### config.mk
export PLATFORM = sky130hd
export DESIGN_NAME = alu_branch_req_issuer
export DESIGN_NICKNAME = d
export VERILOG_FILES = /design/src/rtl/alu_branch_req_issuer.sv
export SDC_FILE = /design/constraint.sdc
export NUM_CORES = 1
export LEC_CHECK = 0
export CAP_MARGIN = 20
export CORE_MARGIN = 3
export CORE_UTILIZATION = 42
export CTS_BUF_LIST = sky130_fd_sc_hd__clkbuf_2 sky130_fd_sc_hd__clkbuf_4 sky130_fd_sc_hd__clkbuf_8
export DETAILED_ROUTE_END_ITERATION = 12
export GPL_TIMING_DRIVEN = 0
export MAX_ROUTING_LAYER = met4
export PLACE_DENSITY = 0.88
export SKIP_CTS_REPAIR_TIMING = 1
export SYNTH_ARGS = -nofsm -noshare
export SYNTH_HDL_FRONTEND = slang
export SYNTH_SLANG_ARGS = --single-unit
export TNS_END_PERCENT = 30
### constraint.sdc
create_clock -name clk_i -period 1.5 [get_ports clk_i]
set_clock_uncertainty 0.15 [all_clocks]
set_input_delay 0.3 -clock clk_i [delete_from_list [all_inputs] [get_ports clk_i]]
set_output_delay 0.3 -clock clk_i [all_outputs]
set_load 0.01 [all_outputs]
### src/rtl/alu_branch_req_issuer.sv
// alu_branch_req_issuer: registers branch-compare requests onto the ALU inputs and queues tagged outcomes.
// Ports:
//   clk_i, rst_ni                  clock, asynchronous active-low reset
//   flush_i                        drop the in-flight issue and all queued responses
//   req_valid_i/req_ready_o        request handshake; req_op_i, req_a_i, req_b_i, req_id_i
//   alu_valid_o, alu_op_o,
//   alu_operand_a_o/_b_o           registered request presented to the combinational ALU
//   alu_branch_res_i, alu_result_i ALU outputs for the presented request
//   rsp_valid_o/rsp_ready_i        response FIFO head handshake; rsp_id_o, rsp_branch_o, rsp_result_o
module alu_branch_req_issuer #(
    parameter int XLEN      = 64,
    parameter int OP_W      = 7,
    parameter int ID_W      = 3,
    parameter int RSP_DEPTH = 2
) (
    input  logic            clk_i,
    input  logic            rst_ni,
    input  logic            flush_i,
    input  logic            req_valid_i,
    output logic            req_ready_o,
    input  logic [OP_W-1:0] req_op_i,
    input  logic [XLEN-1:0] req_a_i,
    input  logic [XLEN-1:0] req_b_i,
    input  logic [ID_W-1:0] req_id_i,
    output logic            alu_valid_o,
    output logic [OP_W-1:0] alu_op_o,
    output logic [XLEN-1:0] alu_operand_a_o,
    output logic [XLEN-1:0] alu_operand_b_o,
    input  logic            alu_branch_res_i,
    input  logic [XLEN-1:0] alu_result_i,
    output logic            rsp_valid_o,
    input  logic            rsp_ready_i,
    output logic [ID_W-1:0] rsp_id_o,
    output logic            rsp_branch_o,
    output logic [XLEN-1:0] rsp_result_o
);
    localparam int PW = (RSP_DEPTH > 1) ? $clog2(RSP_DEPTH) : 1;
    localparam int CW = $clog2(RSP_DEPTH + 1);
    localparam logic [CW:0] DEPTH_C = (CW + 1)'(RSP_DEPTH);

    logic [PW-1:0]   wr_ptr, rd_ptr;
    logic [CW-1:0]   occ;
    logic [ID_W-1:0] issue_id;
    logic [ID_W-1:0] mem_id     [RSP_DEPTH];
    logic            mem_branch [RSP_DEPTH];
    logic [XLEN-1:0] mem_result [RSP_DEPTH];
    logic            accept, push, pop;

    // The request sitting on the ALU inputs already owns a FIFO slot, so it is counted as a credit.
    assign req_ready_o = rst_ni && !flush_i && (({1'b0, occ} + {{CW{1'b0}}, alu_valid_o}) < DEPTH_C);
    assign accept      = req_valid_i && req_ready_o;
    assign push        = alu_valid_o && !flush_i;
    assign rsp_valid_o = occ != '0;
    assign pop         = rsp_valid_o && rsp_ready_i && !flush_i;
    assign rsp_id_o     = mem_id[rd_ptr];
    assign rsp_branch_o = mem_branch[rd_ptr];
    assign rsp_result_o = mem_result[rd_ptr];

    // Operand registers only load on accept so the ALU inputs stay quiet while idle.
    always_ff @(posedge clk_i or negedge rst_ni) begin
        if (!rst_ni) begin
            alu_valid_o     <= 1'b0;
            alu_op_o        <= '0;
            alu_operand_a_o <= '0;
            alu_operand_b_o <= '0;
            issue_id        <= '0;
        end else begin
            alu_valid_o <= accept;
            if (accept) begin
                alu_op_o        <= req_op_i;
                alu_operand_a_o <= req_a_i;
                alu_operand_b_o <= req_b_i;
                issue_id        <= req_id_i;
            end
        end
    end

    always_ff @(posedge clk_i or negedge rst_ni) begin
        if (!rst_ni) begin
            wr_ptr <= '0;
            rd_ptr <= '0;
            occ    <= '0;
            for (int i = 0; i < RSP_DEPTH; i++) begin
                mem_id[i]     <= '0;
                mem_branch[i] <= 1'b0;
                mem_result[i] <= '0;
            end
        end else if (flush_i) begin
            wr_ptr <= '0;
            rd_ptr <= '0;
            occ    <= '0;
        end else begin
            if (push) begin
                mem_id[wr_ptr]     <= issue_id;
                mem_branch[wr_ptr] <= alu_branch_res_i;
                mem_result[wr_ptr] <= alu_result_i;
                wr_ptr             <= wr_ptr + 1'b1;
            end
            if (pop) rd_ptr <= rd_ptr + 1'b1;
            occ <= occ + CW'(push) - CW'(pop);
        end
    end
endmodule
run_1/io_fan.png
Bar = 50 um.
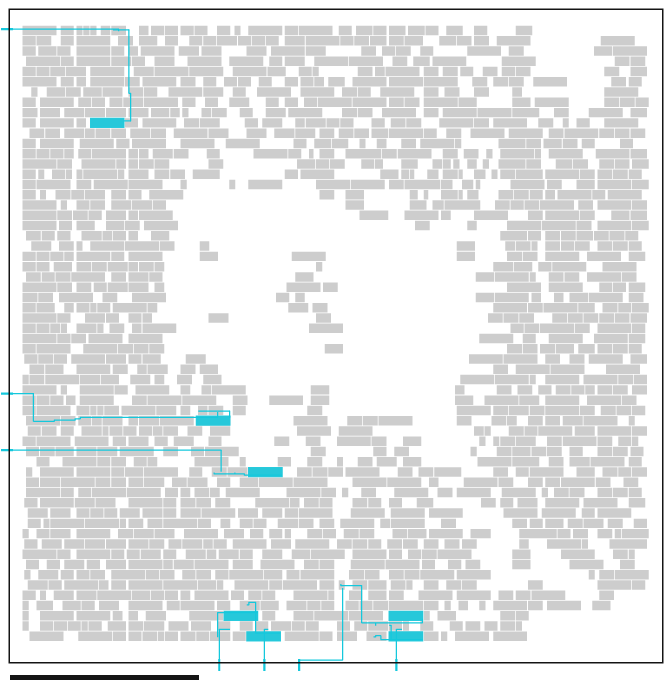
Cyan marks `alu_op_o`, bits 7, direction output, edge 4 south, 3 west, end cells 7, wire 361 um.

run_1/power_grid.png
Bar = 50 um. Pins as bars on the die edge. Tap cells in grey.
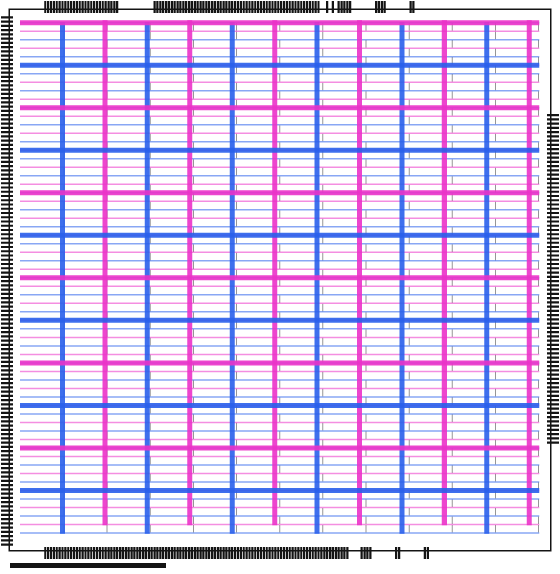
Blue marks VSS. Magenta marks VDD.
12 straps on met4. The core has 60 rows.

==> impl_metrics.csv, run 1 <==
group,metric,value,unit
status,outcome,"complete, but fails checks",
status,violations,"hold timing, setup timing",
timing,slew_violations,0,
placed_design,gp_congestion,0.848,
yosys,netlist_area,11700,um2
yosys,logic_family,"multiplexers",
detailed_routing,dr.pass1.iters,4,
pwr,power_leader,"sequential cells",
clocking,cts_tree,"built",
timing,setup_viol,473,
timing,fin_ws,-0.838,ns
finish,largest_reg_flops,128,
detailed_routing,route.detailed.drc,0,
worst_setup_path,cp_num_cells,6,
worst_setup_path,endpoint,"rsp_result_o[29]",
yosys,async_flop_share,100,%
detailed_routing,highest_layer,"met4",
detailed_routing,viasPerCell,4.87,
pwr,peakVddDrop,0.988,mV
finish,dominant_cells,"sequential cells",
finish,layout.nets,1406,
timing,fin_crit_sh,156,%
pwr,power_density,1370,nW/um2
finish,instances_no_fill,1618,
placed_design,post-place-cells,1467,
timing,post-route-min-period,2.34,ns
grt,antenna_found_initial,13,
yosys,numSynthFlops,279,
placed_design,place_hpwl,24200,um
grt,grtUsageMet3,7.84,%
yosys,syn_avg_cell_area,17.2,um2
yosys,common_cells,"279 x dfrtp_1, 233 x mux2_2, 109 x mux2_4",
yosys,ys_cells,680,
timing,hold_violations,256,
finish,fin_area,17900,um2
clocking,cts_sinks,279,
yosys,yosys-stat-area,11700,um2
detailed_routing,drt_iter0_markers,267,
finish,n_all_buffers,503,
detailed_routing,drt.antenna.violating_nets,0,
timing,holdWs,-0.500,ns
worst_setup_path,slowest_stage,"dfrtp_1",
worst_setup_path,cp-start-kind,"register",
floorplan,taps,372,
floorplan,die_h,173,um
run_1/placement_by_type.png
Fill, decap, tap and diode cells in grey.
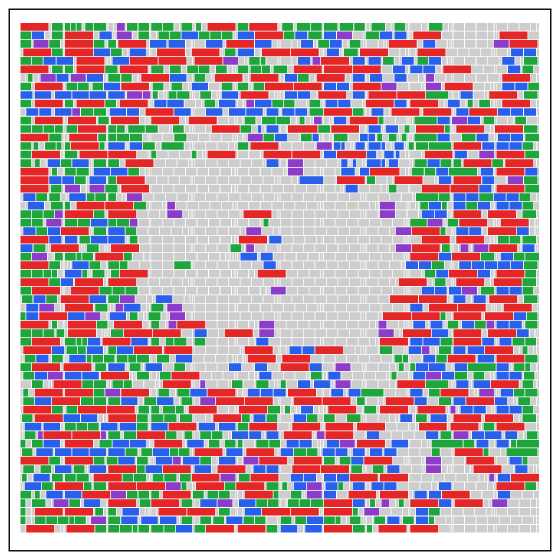
Purple marks clock drivers and dummy loads, cells 87. Green marks remaining buffers and delay cells, cells 503. Blue marks combinational and other logic, cells 364. Red marks sequential cells, cells 279.

run_1/metal_density.png
35 x 35 tiles, from dark blue (low) to red (high), scaled to the fullest tile. Values are wire area over tile area, all layers added.
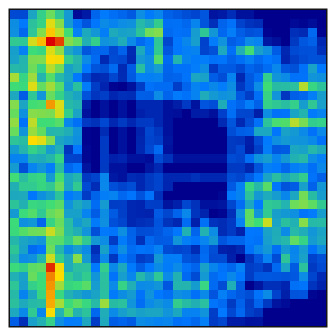

## Run 2: what changed since run 1
ABC_CLOCK_PERIOD_IN_PS = 2300   (was not set)
CORE_UTILIZATION = 47   (was 42)
PLACE_DENSITY = 0.92   (was 0.88)
clock period = 2.3 ns   (was 1.5 ns; I/O delays follow)
run_2/metal_density.png
33 x 33 tiles, from dark blue (low) to red (high), scaled to the fullest tile. Values are wire area over tile area, all layers added.
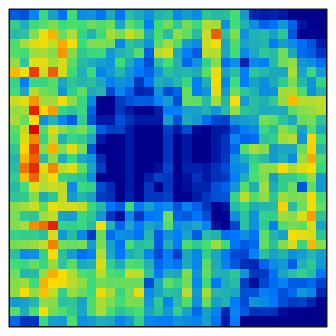
31% of the tiles are over half the peak. The emptiest ninth of the die: centre. The mean over all tiles is 0.21. The fullest tile reaches 0.55. 7.3% of the tiles are nearly empty.

==> run 2 against run 1 <==
Against the previous run: the run ends with setup timing left; sequential share of layout area increased by 0.91 points; synthesized area unchanged; non-clock buffer count decreased by 41; first-iteration DRC count increased by 21%; global-route usage increased by 0.78 points; register-to-register slack improved by 0.74 ns; hold slack improved by 0.64 ns; cell count decreased by 6.5%; utilization increased by 5.6 points; die area decreased by 10%; flip-flop count unchanged.
==> impl_metrics.csv, run 2 <==
group,metric,value,unit
status,outcome,"complete, but fails checks",
status,violations,"setup timing",
pwr,power_frac_clock,28.3,%
finish,largest_reg_flops,128,
detailed_routing,highest_layer,"met4",
yosys,synth_nets,890,
clocking,clk_pin_slew,0.06,ns
detailed_routing,drt.antenna.violating_nets,0,
finish,layout.nets,1363,
placed_design,place_hpwl,23000,um
detailed_routing,drt_iter0_markers,324,
worst_setup_path,cpLargestDelayFamily,"buffers and inverters",
grt,antenna_found_initial,8,
detailed_routing,num_vias,7652,
finish,n_all_buffers,462,
grt,grt_pass1_vias,8580,
placed_design,post-place-cells,1419,
finish,dominant_cells,"sequential cells",
yosys,yosys-stat-area,11700,um2
timing,post-route-min-period,2.40,ns
worst_setup_path,endpoint,"rsp_result_o[35]",
clocking,cts_sinks,279,
pwr,peakVddDrop,0.545,mV
yosys,common_cells,"279 x dfrtp_1, 233 x mux2_2, 109 x mux2_4",
detailed_routing,route.detailed.drc,0,
timing,holdWs,0.143,ns
finish,instances_no_fill,1513,
yosys,logic_family,"multiplexers",
yosys,ys_cells,680,
timing,fin_crit_sh,104,%
pwr,power_leader,"sequential cells",
timing,slew_violations,0,
floorplan,taps,324,
grt,grtUsageMet3,8.29,%
worst_setup_path,cp-start-kind,"register",
yosys,netlist_area,11700,um2
worst_setup_path,cp_num_cells,5,
detailed_routing,dr.pass1.iters,4,
placed_design,gp_congestion,0.820,
timing,hold_violations,0,
finish,largest_registers,"mem_result: 128 flops, alu_operand_a_o: 64 flops, alu_operand_b_o: 64 flops",
timing,setup_viol,68,
yosys,syn_avg_cell_area,17.2,um2
detailed_routing,viasPerCell,5.06,
timing,fin_ws,-0.100,ns
placed_design,place_ws,-0.532,ns
yosys,async_flop_share,100,%
hold_path,min_from,"flush_i",
run_2/io_fan.png
Bar = 50 um.
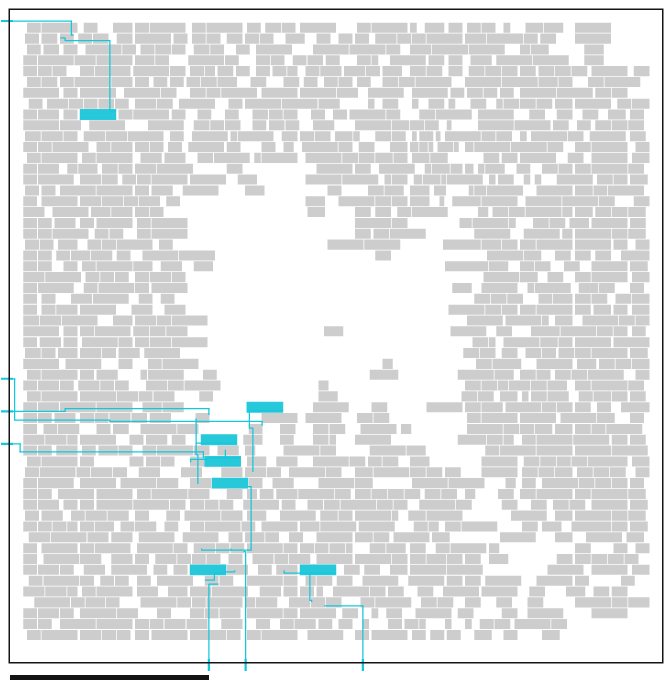

## Run 3: what changed since run 2
CTS_CLUSTER_SIZE = 14   (was not set)
SKIP_CTS_REPAIR_TIMING = not set   (was 1)
run_3/io_fan.png
Bar = 50 um.
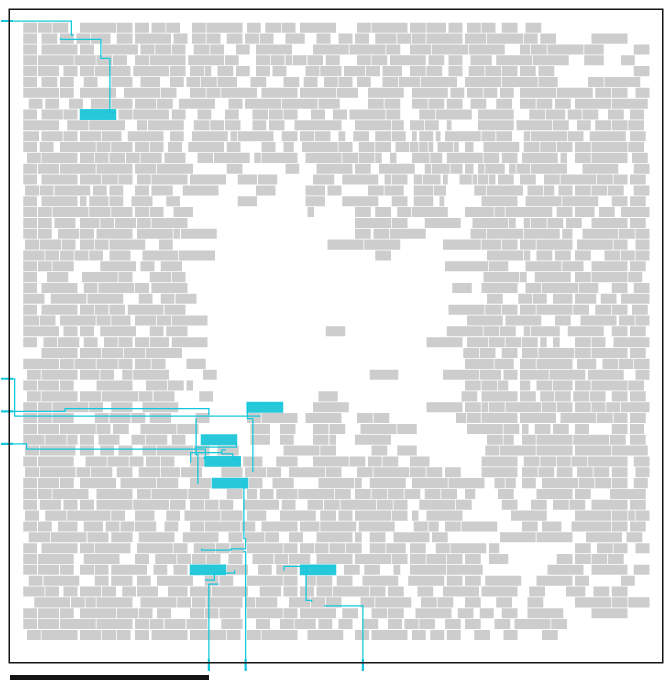
Cyan marks `alu_op_o`, bits 7, direction output, edge 4 west, 3 south, end cells 7, wire 437 um.

==> run 3 against run 2 <==
Against the previous run: the run still ends with setup timing left; largest cell class unchanged; sequential share of layout area shrank 0.33 points; non-clock buffer count grew 3; cell count grew 0.79%; highest routed layer unchanged; combinational power grew 4.8%; global-route usage grew 1.9 points; utilization grew 0.60 points; clock power grew 6.8%; register-to-register slack gained 0.02 ns.
==> impl_metrics.csv, run 3 <==
group,metric,value,unit
status,outcome,"complete, but fails checks",
status,violations,"setup timing",
finish,largest_reg_flops,128,
finish,fin_area,17600,um2
grt,antenna_found_initial,12,
yosys,numSynthFlops,279,
detailed_routing,viasPerCell,5.02,
detailed_routing,drt_iter0_markers,307,
grt,grt_pass1_vias,8811,
floorplan,taps,324,
pwr,power_frac_clock,29.3,%
detailed_routing,drt.antenna.violating_nets,0,
finish,layout.nets,1366,
timing,fin_ws,-0.118,ns
timing,holdWs,0.232,ns
timing,slew_violations,0,
timing,setup_viol,50,
yosys,netlist_area,11700,um2
pwr,power_leader,"sequential cells",
detailed_routing,route.detailed.drc,0,
placed_design,post-place-cells,1419,
finish,instances_no_fill,1525,
detailed_routing,highest_layer,"met4",
pwr,power_density,905,nW/um2
floorplan,die_h,164,um
yosys,synth_nets,890,
worst_setup_path,cp_num_cells,5,
grt,grtUsageMet3,8.39,%
finish,n_all_buffers,465,
worst_setup_path,cpLargestDelayFamily,"buffers and inverters",
placed_design,place_ws,-0.532,ns
finish,largest_registers,"mem_result: 128 flops, alu_operand_a_o: 64 flops, alu_operand_b_o: 64 flops",
clocking,cts_tree,"built",
placed_design,place_hpwl,23000,um
pwr,peakVddDrop,0.842,mV
yosys,yosys-stat-area,11700,um2
detailed_routing,num_vias,7648,
worst_setup_path,cp-start-kind,"register",
timing,fin_crit_sh,105,%
yosys,logic_family,"multiplexers",
yosys,yosysWarningCount,0,
timing,hold_violations,0,
worst_setup_path,endpoint,"rsp_result_o[54]",
yosys,ys_cells,680,
clocking,cts_sinks,279,
worst_setup_path,slowest_stage,"dfrtp_2",
detailed_routing,dr.pass1.iters,4,
Power figures rest on the tool's default switching activity, not on a simulated workload.
